==> src/rtl/imemspx_req_pkg.sv <==
// Shared types, parameter defaults and the credit-width helper for imemspx_req.
package imemspx_req_pkg;

    localparam int ADDRBIT_DEF   = 11;
    localparam int DEPTH_DEF     = 1536;
    localparam int WIDTH_DEF     = 32;
    localparam int RD_LAT_DEF    = 3;
    localparam int RSP_DEPTH_DEF = 4;

    typedef enum logic {
        INIT,
        RUN
    } state_t;

    typedef struct packed {
        logic vld;
        logic oor;
    } rd_ent_t;

    // Credits count from 0 up to RSP_DEPTH inclusive.
    function automatic int credWidth(input int depth);
        return $clog2(depth + 1);
    endfunction

    localparam int CRED_W_DEF = credWidth(RSP_DEPTH_DEF);

endpackage

==> src/rtl/imemspx_req_fifo.sv <==
// Response FIFO for imemspx_req: registered storage whose head entry drives rdata_o,
// so a word pushed in one cycle is visible at the output the next cycle.
module imemspx_req_fifo #(
    parameter int WIDTH = 32,
    parameter int DEPTH = 4
) (
    input  logic             clk,
    input  logic             rst_,
    input  logic             push_i,
    input  logic [WIDTH-1:0] wdata_i,
    input  logic             pop_i,
    output logic [WIDTH-1:0] rdata_o,
    output logic             full_o,
    output logic             empty_o
);
    localparam int PW = (DEPTH > 1) ? $clog2(DEPTH) : 1;
    localparam int CW = $clog2(DEPTH + 1);
    localparam logic [PW-1:0] LAST_PTR = PW'(DEPTH - 1);
    localparam logic [CW-1:0] FULL_CNT = CW'(DEPTH);

    logic [WIDTH-1:0] store_q [DEPTH];
    logic [PW-1:0]    wr_ptr_q;
    logic [PW-1:0]    rd_ptr_q;
    logic [CW-1:0]    count_q;

    function automatic logic [PW-1:0] ptrInc(input logic [PW-1:0] p);
        return (p == LAST_PTR) ? '0 : p + 1'b1;
    endfunction

    // Push and pop may coincide even when full: the head word is consumed before the edge.
    always_ff @(posedge clk or negedge rst_) begin
        if (!rst_) begin
            for (int i = 0; i < DEPTH; i++) begin
                store_q[i] <= '0;
            end
            wr_ptr_q <= '0;
            rd_ptr_q <= '0;
            count_q  <= '0;
        end else begin
            if (push_i) begin
                store_q[wr_ptr_q] <= wdata_i;
                wr_ptr_q          <= ptrInc(wr_ptr_q);
            end
            if (pop_i) begin
                rd_ptr_q <= ptrInc(rd_ptr_q);
            end
            if (push_i && !pop_i) begin
                count_q <= count_q + 1'b1;
            end else if (pop_i && !push_i) begin
                count_q <= count_q - 1'b1;
            end
        end
    end

    assign rdata_o = store_q[rd_ptr_q];
    assign full_o  = (count_q == FULL_CNT);
    assign empty_o = (count_q == '0);

endmodule

==> src/rtl/imemspx_req.sv <==
// Requester-side sequencer for a wrapped single-port RAM with credit-based read responses.
// Optional power-up clear of the whole RAM is enabled by defining IMEMSPX_REQ_INIT_EN.
module imemspx_req
    import imemspx_req_pkg::*;
#(
    parameter int ADDRBIT   = ADDRBIT_DEF,
    parameter int DEPTH     = DEPTH_DEF,
    parameter int WIDTH     = WIDTH_DEF,
    parameter int RD_LAT    = RD_LAT_DEF,
    parameter int RSP_DEPTH = RSP_DEPTH_DEF
) (
    input  logic               clk,
    input  logic               rst_,
    input  logic               req_vld,
    output logic               req_rdy,
    input  logic               req_we,
    input  logic [ADDRBIT-1:0] req_addr,
    input  logic [WIDTH-1:0]   req_wdata,
    output logic               rsp_vld,
    input  logic               rsp_rdy,
    output logic [WIDTH-1:0]   rsp_rdata,
    output logic [ADDRBIT-1:0] mem_a,
    output logic               mem_we,
    output logic               mem_re,
    output logic [WIDTH-1:0]   mem_di,
    input  logic [WIDTH-1:0]   mem_do,
    output logic               err_oor,
    output logic               init_done
);
    localparam int CRED_W = credWidth(RSP_DEPTH);
    localparam logic [CRED_W-1:0]  CRED_FULL = CRED_W'(RSP_DEPTH);
    localparam logic [ADDRBIT:0]   DEPTH_W   = (ADDRBIT + 1)'(DEPTH);
    localparam logic [ADDRBIT-1:0] LAST_ADDR = ADDRBIT'(DEPTH - 1);

    state_t             state_q;
    logic [ADDRBIT-1:0] init_cnt_q;
    logic               init_done_q;
    logic [ADDRBIT-1:0] mem_a_q;
    logic               mem_we_q;
    logic               mem_re_q;
    logic [WIDTH-1:0]   mem_di_q;
    logic               err_oor_q;
    rd_ent_t            iss_q;
    rd_ent_t            rd_pipe_q [1:RD_LAT];
    logic [CRED_W-1:0]  credits_q;
    logic [CRED_W-1:0]  credits_d;

    logic             addr_oor;
    logic             accept;
    logic             acc_rd;
    logic             push;
    logic             pop;
    logic [WIDTH-1:0] push_data;
    logic             fifo_full;
    logic             fifo_empty;

    assign addr_oor = ({1'b0, req_addr} >= DEPTH_W);
    assign req_rdy  = init_done_q & ((credits_q != '0) | req_we);
    assign accept   = req_vld & req_rdy;
    assign acc_rd   = accept & ~req_we;

    // INIT sweeps zeros over the RAM; RUN registers one accepted request per cycle onto mem_*.
    always_ff @(posedge clk or negedge rst_) begin
        if (!rst_) begin
`ifdef IMEMSPX_REQ_INIT_EN
            state_q <= INIT;
`else
            state_q <= RUN;
`endif
            init_cnt_q  <= '0;
            init_done_q <= 1'b0;
            mem_a_q     <= '0;
            mem_we_q    <= 1'b0;
            mem_re_q    <= 1'b0;
            mem_di_q    <= '0;
            err_oor_q   <= 1'b0;
            iss_q       <= '0;
        end else begin
            init_done_q <= (state_q == RUN);
            mem_we_q    <= 1'b0;
            mem_re_q    <= 1'b0;
            iss_q       <= '0;
            case (state_q)
                INIT: begin
                    mem_we_q <= 1'b1;
                    mem_a_q  <= init_cnt_q;
                    mem_di_q <= '0;
                    if (init_cnt_q == LAST_ADDR) begin
                        state_q <= RUN;
                    end else begin
                        init_cnt_q <= init_cnt_q + 1'b1;
                    end
                end
                RUN: begin
                    if (accept) begin
                        mem_a_q   <= req_addr;
                        mem_di_q  <= req_wdata;
                        mem_we_q  <= req_we & ~addr_oor;
                        mem_re_q  <= ~req_we & ~addr_oor;
                        iss_q.vld <= ~req_we;
                        iss_q.oor <= addr_oor;
                        if (addr_oor) begin
                            err_oor_q <= 1'b1;
                        end
                    end
                end
            endcase
        end
    end

    // Out-of-range reads still travel the pipe so their zero response keeps request order.
    always_ff @(posedge clk or negedge rst_) begin
        if (!rst_) begin
            for (int i = 1; i <= RD_LAT; i++) begin
                rd_pipe_q[i] <= '0;
            end
        end else begin
            rd_pipe_q[1] <= iss_q;
            for (int i = 2; i <= RD_LAT; i++) begin
                rd_pipe_q[i] <= rd_pipe_q[i-1];
            end
        end
    end

    assign push      = rd_pipe_q[RD_LAT].vld;
    assign push_data = rd_pipe_q[RD_LAT].oor ? '0 : mem_do;
    assign pop       = rsp_vld & rsp_rdy;

    always_comb begin
        credits_d = credits_q;
        if (acc_rd && !pop) begin
            credits_d = credits_q - 1'b1;
        end else if (pop && !acc_rd) begin
            credits_d = credits_q + 1'b1;
        end
    end

    always_ff @(posedge clk or negedge rst_) begin
        if (!rst_) begin
            credits_q <= CRED_FULL;
        end else begin
            credits_q <= credits_d;
        end
    end

    imemspx_req_fifo #(
        .WIDTH (WIDTH),
        .DEPTH (RSP_DEPTH)
    ) u_fifo (
        .clk     (clk),
        .rst_    (rst_),
        .push_i  (push),
        .wdata_i (push_data),
        .pop_i   (pop),
        .rdata_o (rsp_rdata),
        .full_o  (fifo_full),
        .empty_o (fifo_empty)
    );

    // A push into a full FIFO without a matching pop means the credit accounting is broken.
    assert property (@(posedge clk) disable iff (!rst_) !(push && fifo_full && !pop));

    assign rsp_vld   = ~fifo_empty;
    assign mem_a     = mem_a_q;
    assign mem_we    = mem_we_q;
    assign mem_re    = mem_re_q;
    assign mem_di    = mem_di_q;
    assign err_oor   = err_oor_q;
    assign init_done = init_done_q;

endmodule
==> config.mk <==
export PLATFORM = sky130hd
export DESIGN_NAME = imemspx_req
export DESIGN_NICKNAME = d
export VERILOG_FILES = /design/src/rtl/imemspx_req_pkg.sv /design/src/rtl/imemspx_req_fifo.sv /design/src/rtl/imemspx_req.sv
export SDC_FILE = /design/constraint.sdc
export NUM_CORES = 1
export LEC_CHECK = 0
export CAP_MARGIN = 20
export CORE_UTILIZATION = 57
export CTS_BUF_LIST = sky130_fd_sc_hd__clkbuf_16
export DETAILED_ROUTE_END_ITERATION = 10
export PLACE_DENSITY_LB_ADDON = 0.12
export SYNTH_ARGS = -nofsm -noshare
export SYNTH_HDL_FRONTEND = slang
export SYNTH_SLANG_ARGS = --single-unit
==> constraint.sdc <==
create_clock -name clk -period 6.2 [get_ports clk]
set_input_delay 1.24 -clock clk [delete_from_list [all_inputs] [get_ports clk]]
set_output_delay 1.24 -clock clk [all_outputs]
set_load 0.1 [all_outputs]
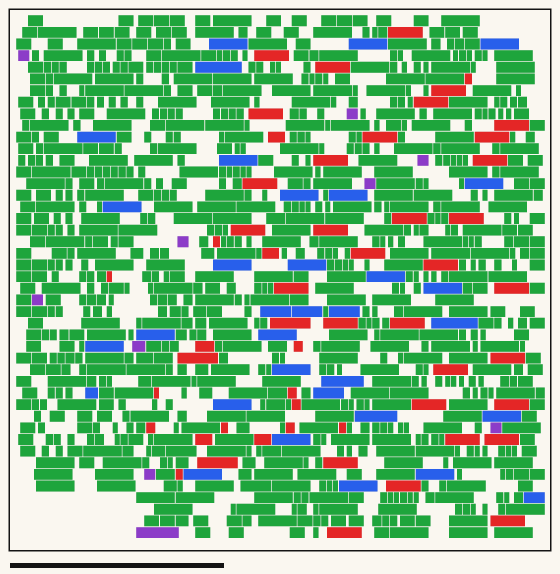
(images/sizes.png)
The bar under the picture is 50 um long.
- _0 and _1 cells: green (cells 870; share 90%)
- _3 and _4 cells: purple (cells 10; share 1.0%)
- _6 and larger: blue (cells 33; share 3.4%)
- _2 cells: red (cells 52; share 5.4%)

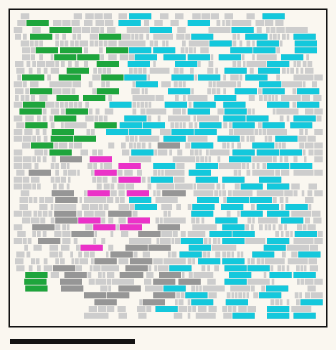
(images/flops_by_reg.png)
The bar under the picture is 50 um long.
- `mem_di`: green (placed flops 32)
- `init_cnt_q`: magenta (placed flops 11)
- `u_fifo.store_q`: cyan (placed flops 128)
- not colored: 34
Sequential Power: 1.34 mW
final core area utilization: 74.5%
storage element area: 5130 sq um
sequential portion of the cell area: 45.5%

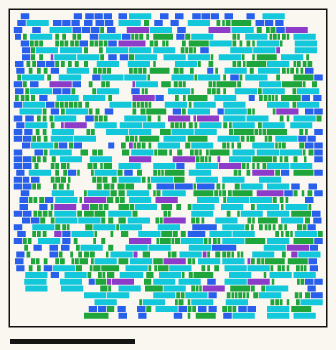
(images/placement_by_type.png)
The bar under the picture is 50 um long.
- sequential cells: cyan (cells 205; share of their area 46%)
- remaining buffers and delay cells: blue (cells 172; share of their area 16%)
- clock drivers and dummy loads: purple (cells 39; share of their area 6.4%)
- combinational and other logic: green (cells 549; share of their area 31%)

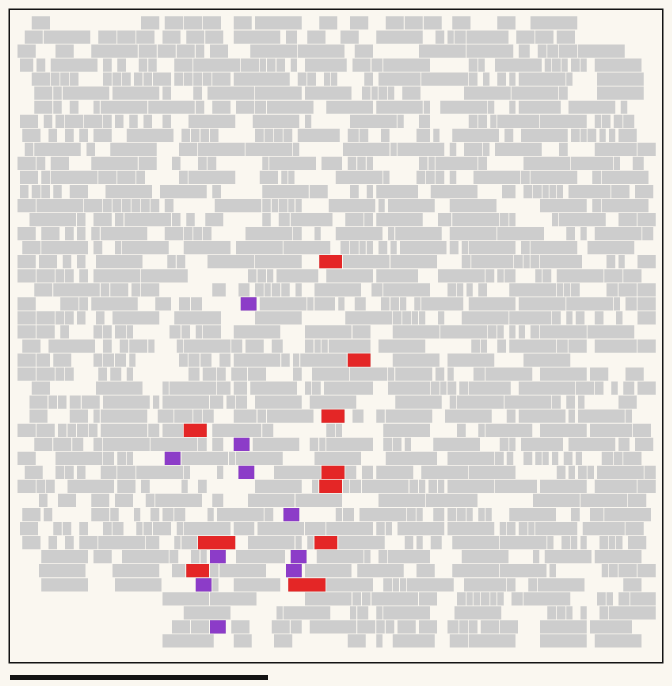
(images/logic_types.png)
The bar under the picture is 50 um long.
- fa/ha/maj cells: red (cells 10)
- xor and xnor cells: purple (cells 10)
most common library cell in the layout ignoring fill and taps: dfrtp_1
final non-filler cell total: 1153
multi-input logic portion of the cell area: 30.1%

==> results_tabular.tex <==
% Generated from flow reports
\begin{tabular}{lr}
\hline
Metric & Value \\
\hline
\multicolumn{2}{l}{\textbf{Floorplan}} \\
\quad Total Die Area & 15900 sq um \\
\quad Die boundary height & 126 um \\
\quad Core Util at FP & 58.1\% \\
\quad Top Ports & 161 \\
\quad Placement Rows & 45 \\
\quad Core Area & 15100 sq um \\
\multicolumn{2}{l}{\textbf{Yosys}} \\
\quad Synth Area in Simple Gates & 13.0\% \\
\quad Number of warnings printed during yosys synthesis & 0 \\
\quad Syn Inst Count & 818 \\
\quad XOR/XNOR share of the synthesized area & 0.995\% \\
\quad Syn Std Cell Area & 8800 sq um \\
\quad FF+latch count, synth & 205 \\
\quad Adder Share, Synth & 1.59\% \\
\quad Main logic family after synthesis & AND-OR/OR-AND gates \\
\quad Floorplan Nets & 908 \\
\quad Post-Syn Area per Cell & 10.8 sq um \\
\quad Number of distinct library cells after synthesis & 41 \\
\quad Yosys Instances & 818 \\
\multicolumn{2}{l}{\textbf{Global routing}} \\
\quad Initial antenna violation count & 0 \\
\quad Grt met3 use & 5.78\% \\
\quad Largest net degree at the start of global routing & 132 \\
\quad Total track usage & 27.1\% \\
\quad Met2 layer usage reported by global route & 46.5\% \\
\quad Most used routing layer in global routing & met2 \\
\quad Vias in the first global route & 7040 \\
\quad Met1 routing resource usage after global routing & 35.0\% \\
\quad Total congestion overflow & 0 \\
\multicolumn{2}{l}{\textbf{Critical path}} \\
\quad Setup crit end kind & output port \\
\quad Startpoint kind of the worst setup timing path & input port \\
\quad Launch point of the worst path & req\_we \\
\quad Critical path data arrival time & 3.34 ns \\
\quad Startpoint of the most critical register-to-register path & credits\_q[1] \\
\quad Critical path class & input port to output port \\
\quad Crit path DRT & 4.96 ns \\
\quad Peak fanout along the critical path & 44 \\
\quad Minimum setup slack among reg-to-reg paths & 3.23 ns \\
\quad Worst reg-to-reg path cell count & 10 \\
\multicolumn{2}{l}{\textbf{Clock network}} \\
\quad CTS tree & done \\
\quad Number of buffers added to fix hold violations after cts & 0 \\
\quad Inserted Clock Buffers & 22 \\
\quad Post-CTS Setup Bufs & 0 \\
\quad Root cell of the clock tree & clkbuf\_16 \\
\quad CTS H-tree lvls & 1 \\
\quad Clk sink count & 205 \\
\quad Post-CTS Resized & 0 \\
\multicolumn{2}{l}{\textbf{Routing}} \\
\quad Detailed-route DRC error count & 2 \\
\quad DR vias & 6742 \\
\quad Via density per instance & 5.85 \\
\quad Number of nets with antenna violations after detailed routing & 0 \\
\quad Final WL & 20800 um \\
\multicolumn{2}{l}{\textbf{Final timing}} \\
\quad RSZ-0062 raised after global routing & no \\
\quad Final period utilization & 73.8\% \\
\quad Final Hold Violating Endpoints & 0 \\
\quad Slew Viols, Final & 0 \\
\quad Worst slew margin relative to its limit & 28.9\% \\
\quad Maximum achievable frequency & 218 MHz \\
\quad Final Critical Period & 4.58 ns \\
\quad Sum Neg Setup Slack & 0 ns \\
\quad Measured slew at the worst slew-check pin & 1.06 ns \\
\multicolumn{2}{l}{\textbf{Placement}} \\
\quad Last weighted congestion value of the routability-driven placer & 0.799 \\
\quad Placed Instance Area & 10400 sq um \\
\multicolumn{2}{l}{\textbf{Worst hold path}} \\
\quad Number of stages on the worst hold path & 0 \\
\quad Worst Hold Endpoint & rd\_pipe\_q[0] \\
\quad Worst Hold Class & flop to flop \\
\quad Hold\_sp & rd\_pipe\_q[2] \\
\multicolumn{2}{l}{\textbf{Layout}} \\
\quad Fraction of final layout cells sized beyond drive strength 1 & 9.84\% \\
\quad Total inserted antenna cells & 0 \\
\quad Synthesis-to-finish area growth & 28.1\% \\
\quad Final design area excluding fillers & 11300 sq um \\
\multicolumn{2}{l}{\textbf{Status}} \\
\quad Status & complete, but fails checks \\
\quad Violated checks & DRC \\
\multicolumn{2}{l}{\textbf{Flow run}} \\
\quad Number of max-capacitance violations reported & 0 \\
\multicolumn{2}{l}{\textbf{Power}} \\
\quad Worst vdd ir & 0.185 mV \\
\hline
\end{tabular}
## power by group
part           switching [mW]  leakage [nW]  internal (mW)
Clock                   0.527         0.357          0.756
Sequential                  0          2.16           1.34
Combinational          0.0520          2.35         0.0497
Total                   0.579          4.86           2.14
## through the flow
stage                     setup WS, ns  std cells  total power, mW
after floorplan                   2.78        818             1.38
after global placement            1.69       1108             1.46
after detailed placement          1.64       1108             1.46
after CTS                         1.62       1147             2.74
after global routing              1.51       1153             2.81
final                             1.62       1153             2.72
## layout by cell type (no fill, tap or decap), types with 5 or more instances in the layout
master,n
dfrtp_1,202
o21ai_0,167
clkdlybuf4s50_1,158
nand2_1,134
nand3_1,46
a21oi_1,37
mux4_2,32
nand2b_1,32
clkbuf_16,23
nor2_1,17
a31oi_1,16
ha_1,8
buf_4,7
inv_1,6
xor2_1,6
o21ai_1,6
nand2_2,5
clkinv_1,5
clkinv_2,5
## cell type report
| type | instances | area (sq um) |
|---|---|---|
| sequential | 205 | 5130 |
| multi-input combinational | 542 | 3390 |
| clock buffer | 23 | 576 |
| timing repair buffer | 172 | 1780 |
| tap | 188 | 235 |
| clock inverter | 16 | 133 |
| fill | 1005 | 3860 |
| inverter | 7 | 26.3 |
## cells by family (layout without fill, tap and decap cells)
family | after synthesis | after routing
flip-flops | 205 | 205
AND-OR/OR-AND | 233 | 233
XOR/XNOR | 10 | 10
buffers and inverters | 71 | 218
multiplexers | 37 | 37
AND/OR/NAND/NOR | 252 | 252
adder cells (fa/ha/maj) | 10 | 10
## synthesized netlist by cell type, drive strengths merged
cell | count | area (sq um)
nand2 | 139 | 524
o21bai | 1 | 7.51
nand2b | 32 | 200
dfrtp | 203 | 5080
a31oi | 17 | 113
dfstp | 2 | 52.6
nand4 | 2 | 12.5
and3 | 2 | 12.5
a21boi | 3 | 22.5
or3 | 1 | 6.26
and4 | 2 | 17.5
buf | 16 | 75.1
a311o | 1 | 10.0
xor2 | 6 | 52.6
clkbuf | 48 | 185
and2 | 2 | 12.5
nor2 | 17 | 63.8
nand3 | 46 | 230
nor4b | 1 | 8.76
nand3b | 1 | 7.51
nor2b | 1 | 6.26
ha | 8 | 100
a21oi | 37 | 185
mux4 | 32 | 721
o21ai | 173 | 866
mux2 | 5 | 56.3
and4b | 3 | 30.0
clkinv | 1 | 3.75
nor4 | 1 | 6.26
xnor2 | 4 | 35.0
o41ai | 1 | 27.5
inv | 6 | 22.5
nor3 | 2 | 10.0
fa | 2 | 40.0
## worst max-delay path, stage by stage
cell	delay (ns)
clkdlybuf4s50_1	0.52
o41ai_4	0.38
buf_4	0.41
inv_2	0.39
buf_4	0.37
## routing by layer
layer,up-vias,routed length (um)
met1,3340,8470
met3,25,1560
met5,-,0
li1,3122,-
met4,0,332
met2,255,10500
## sequential cells by signal, summed over array words and instances, names as in the netlist, 2 cells and up
| signal | count |
|---|---|
| credits_q | 3 |
| rd_pipe_q | 5 |
| u_fifo.store_q | 128 |
| u_fifo.count_q | 3 |
| init_cnt_q | 11 |
| mem_di | 32 |
| iss_q | 2 |
| u_fifo.wr_ptr_q | 2 |
| u_fifo.rd_ptr_q | 2 |
| mem_a | 11 |
Power is estimated from default activity; no workload was simulated.
